**config.mk**
```make
export PLATFORM = sky130hd
export DESIGN_NAME = serial2parallel_stream
export DESIGN_NICKNAME = d
export VERILOG_FILES = /design/src/rtl/serial2parallel_stream.sv
export SDC_FILE = /design/constraint.sdc
export NUM_CORES = 1
export LEC_CHECK = 0
export ABC_AREA = 1
export CAP_MARGIN = 15
export CELL_PAD_IN_SITES_DETAIL_PLACEMENT = 1
export CELL_PAD_IN_SITES_GLOBAL_PLACEMENT = 1
export CORE_MARGIN = 2
export CORE_UTILIZATION = 32
export CTS_CLUSTER_SIZE = 12
export DETAILED_ROUTE_END_ITERATION = 7
export PLACE_DENSITY = 0.81
export SLEW_MARGIN = 10
export SYNTH_ARGS = -nofsm -noshare
export SYNTH_HDL_FRONTEND = slang
export SYNTH_SLANG_ARGS = --single-unit
```
**constraint.sdc**
```tcl
create_clock -name clk -period 1.5 [get_ports clk]
set_clock_uncertainty 0.2 [all_clocks]
set_input_delay 0.45 -clock clk [delete_from_list [all_inputs] [get_ports clk]]
set_output_delay 0.45 -clock clk [all_outputs]
set_load 0.02 [all_outputs]
```
**src/rtl/serial2parallel_stream.sv**
```systemverilog
// Serial-to-parallel deserialiser: shifts in WIDTH data bits (plus optional parity)
// on bit_en strobes and presents each word on a valid/ready output register.
module serial2parallel_stream #(
   parameter  int WIDTH      = 8,
   parameter  int MSB_FIRST  = 0,
   parameter  int PARITY_EN  = 0,
   parameter  int PARITY_ODD = 0,
   localparam int CW         = $clog2(WIDTH + 2)
) (
   input  logic             clk,
   input  logic             reset,
   input  logic             bit_en,
   input  logic             serial_start,
   input  logic             d,
   output logic [WIDTH-1:0] a,
   output logic             a_valid,
   input  logic             a_ready,
   output logic             end_conversion,
   output logic             parity_err,
   output logic             overrun,
   output logic             busy,
   output logic [CW-1:0]    bit_count
);

   typedef enum logic [1:0] {IDLE, SHIFT, PAR} state_t;

   state_t           state, state_nxt;
   logic [WIDTH-1:0] sr, sr_nxt, word;
   logic [CW-1:0]    cnt_nxt;
   logic             complete, word_perr;

   function automatic logic [WIDTH-1:0] insert(input logic [WIDTH-1:0] cur, input logic bit_in);
      if (MSB_FIRST != 0) return {cur[WIDTH-2:0], bit_in};
      else                return {bit_in, cur[WIDTH-1:1]};
   endfunction

   // NOTE: every signal written here gets a default first, so no latch is inferred.
   always_comb begin
      state_nxt = state;
      sr_nxt    = sr;
      cnt_nxt   = bit_count;
      complete  = 1'b0;
      word      = sr;
      word_perr = 1'b0;
      if (bit_en) begin
         if (serial_start) begin
            // Start from IDLE and restart mid-frame look the same: d is bit 0.
            state_nxt = SHIFT;
            sr_nxt    = insert('0, d);
            cnt_nxt   = CW'(1);
         end else begin
            case (state)
               SHIFT: begin
                  sr_nxt = insert(sr, d);
                  if (bit_count == CW'(WIDTH - 1)) begin
                     if (PARITY_EN != 0) begin
                        state_nxt = PAR;
                        cnt_nxt   = CW'(WIDTH);
                     end else begin
                        state_nxt = IDLE;
                        cnt_nxt   = '0;
                        complete  = 1'b1;
                        word      = sr_nxt;
                     end
                  end else begin
                     cnt_nxt = bit_count + CW'(1);
                  end
               end
               PAR: begin
                  state_nxt = IDLE;
                  cnt_nxt   = '0;
                  complete  = 1'b1;
                  word_perr = (PARITY_EN != 0) && (((^sr) ^ d) != (PARITY_ODD != 0));
               end
               default: ;
            endcase
         end
      end
   end

   // NOTE: sequential state uses <= so every register updates from pre-edge values.
   always_ff @(posedge clk or negedge reset) begin
      if (!reset) begin
         state     <= IDLE;
         sr        <= '0;
         bit_count <= '0;
      end else begin
         state     <= state_nxt;
         sr        <= sr_nxt;
         bit_count <= cnt_nxt;
      end
   end

   always_ff @(posedge clk or negedge reset) begin
      if (!reset) begin
         a              <= '0;
         a_valid        <= 1'b0;
         parity_err     <= 1'b0;
         end_conversion <= 1'b0;
         overrun        <= 1'b0;
      end else begin
         end_conversion <= complete;
         overrun        <= 1'b0;
         if (complete) begin
            // A completed word is dropped rather than overwrite one still unconsumed.
            if (!a_valid || a_ready) begin
               a          <= word;
               a_valid    <= 1'b1;
               parity_err <= word_perr;
            end else begin
               overrun <= 1'b1;
            end
         end else if (a_valid && a_ready) begin
            a_valid <= 1'b0;
         end
      end
   end

   assign busy = (state != IDLE);

endmodule

```
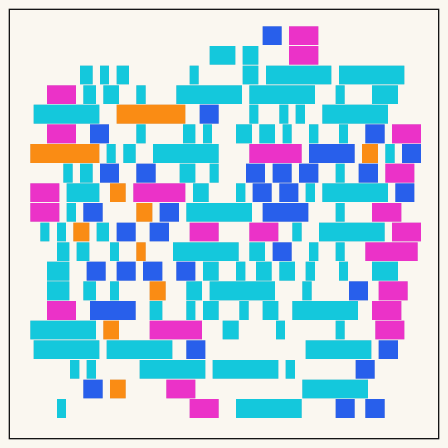
Figure 1: cell sizes after repair.
[blue] drive 3 to 4 | cells: 33 | share: 21%
[cyan] drive 1 or less | cells: 93 | share: 59%
[magenta] drive 6 and up | cells: 22 | share: 14%
[orange] drive 2 | cells: 10 | share: 6.3%
smallest setup slack after layout: -0.0586 ns
Final Cell Area: 1590 µm²
Area Overhead vs Synth: 61.9%
Buffers, non-clock: 53

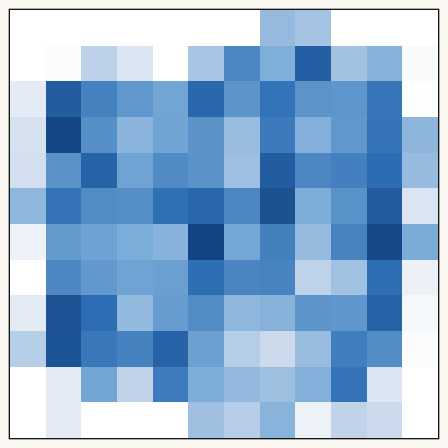
Figure 2: cell area per tile.
The die is cut into 12 by 12 equal tiles; white is low, dark blue is high, 0 to 100% covered.
densest ninth of the die: center
fullest tile: 92%
emptiest ninth of the die: upper left
tiles over 75% full: 12%
nearly empty tiles: 15%
mean over tiles: 44%
starting density of the core: 0.329
placeable core region: 2980 µm²
Core Util, Final: 0.533

area by class of cell:
cell class              count  area, µm²
well taps                  33       41.3
clock buffers               4       26.3
multi-input cells          66        383
inverters                  12       45.0
flip-flops and latches     23        578
repair buffers             53        513
fillers                   334       1390
logic make-up (layout without fill, tap and decap cells):
kind of cell,Yosys count,count (layout),share of synthesized area
adders and majority gates,1,1,0.0128
AOI/OAI and AO/OA,10,10,0.0588
DFF,23,23,0.587
and+or+nand+nor,53,54,0.275
buffers and inverters,15,69,0.0626
other,1,1,0.00383
what timing repair did:
item	4_1_cts	5_1_grt
gates resized	105	4
gates cloned	1	0
setup buffers	11	3
endpoints found under the setup margin	33	28
state kept, by name, summed over array words and instances, names as in the netlist:
register        flops
a                   8
state               1
a_valid             1
bit_count           4
sr                  7
end_conversion      1
overrun             1
path summary, 6_finish.rpt:
path                               from      endpoint  slack (ns)  cells after the start
max                        bit_count[1]  bit_count[1]       -0.06                      1
min                               reset          a[3]        0.26                      2
max reg2reg                bit_count[0]          a[2]           0                      7
min reg2reg                        a[5]          a[5]        0.32                      2
max in group asynchronous         reset  bit_count[1]        0.69                      2
min in group clk                   a[5]          a[5]        0.32                      2
power by group:
group          internal (mW)  total [mW]  switching [mW]
sequential             0.666       0.702          0.0361
combinational          0.200       0.386           0.187
clock                  0.104       0.291           0.187
total                  0.969        1.38           0.409
metal layers:
layer | up-vias | share of wire | global-route usage
met5 | - | 0 | 0
met4 | 0 | 0.019 | 0.0877
met3 | 6 | 0.036 | 0.0240
met2 | 23 | 0.57 | 0.328
met1 | 452 | 0.38 | 0.182
li1 | 455 | - | -
==> results.txt <==
Implementation results

The most common cell in the synthesized netlist is nand2_1. The clock net sink count is 23. The number of antenna diodes in the final layout is 0. The sequential cell area fraction in the yosys report is 0.587. For this design, the CTS-stage hold fixing added 0 buffers.

The placement stage leaves a total instance area of 1380 µm². The first routing iteration left 26 violations. The placement row count is 20. The leading cell type in the layout, fill and taps excluded is buf_4. In this run the worst path has a maximum fanout of 4.

The via count of the first global-routing pass came to 1058. In the setup report, the worst path falls into the class reg -> out. The routed layout reports a DRC error count of 0. The clock passes through at most 2 buffers. The setup violation total in the final timing report is 14. Total power for the finished layout comes to 1.38 mW.

The routed via count divided by cell count is 4.90. The max-cap check violation count is 0. The overall die height is 59.3 µm.

A synthesized cell averages roughly 9.5 µm². The prevailing post-synth register cell is dfrtp_1. After detailed routing, the average wire length per cell comes to 13.8 µm. Detailed routing inserted a total of between 900 and 1000 vias.

The number of buffer and inverter instances along the worst setup path is 1. The checks that failed: setup timing. The tree is rooted in a clkbuf_4.

Per the final layout report, the fraction of cells sized above drive strength 1 comes to 0.411. The peak per-stage delay on the critical path is 0.46 ns. The post-route minimum period is roughly 1.6 ns. The number of antenna violations at the first check in global routing is 0. The worst setup timing slack at the placement stage is -0.409 ns. The placed cell count is 172. The placement summary gives the final routability congestion estimate as 0.732. When the netlist entered floorplanning its net count stood at 110.

The residual overflow from global routing is 0. The run finished, with violations left. The most common logic cells in the final layout are buf_4, nand2_1, dfrtp_1.

The first global-routing pass estimated 4.52 mm of wire. Across all setup checks in the final design, the least slack found is -0.0586 ns.
Power figures rest on the tool's default switching activity, not on a simulated workload.
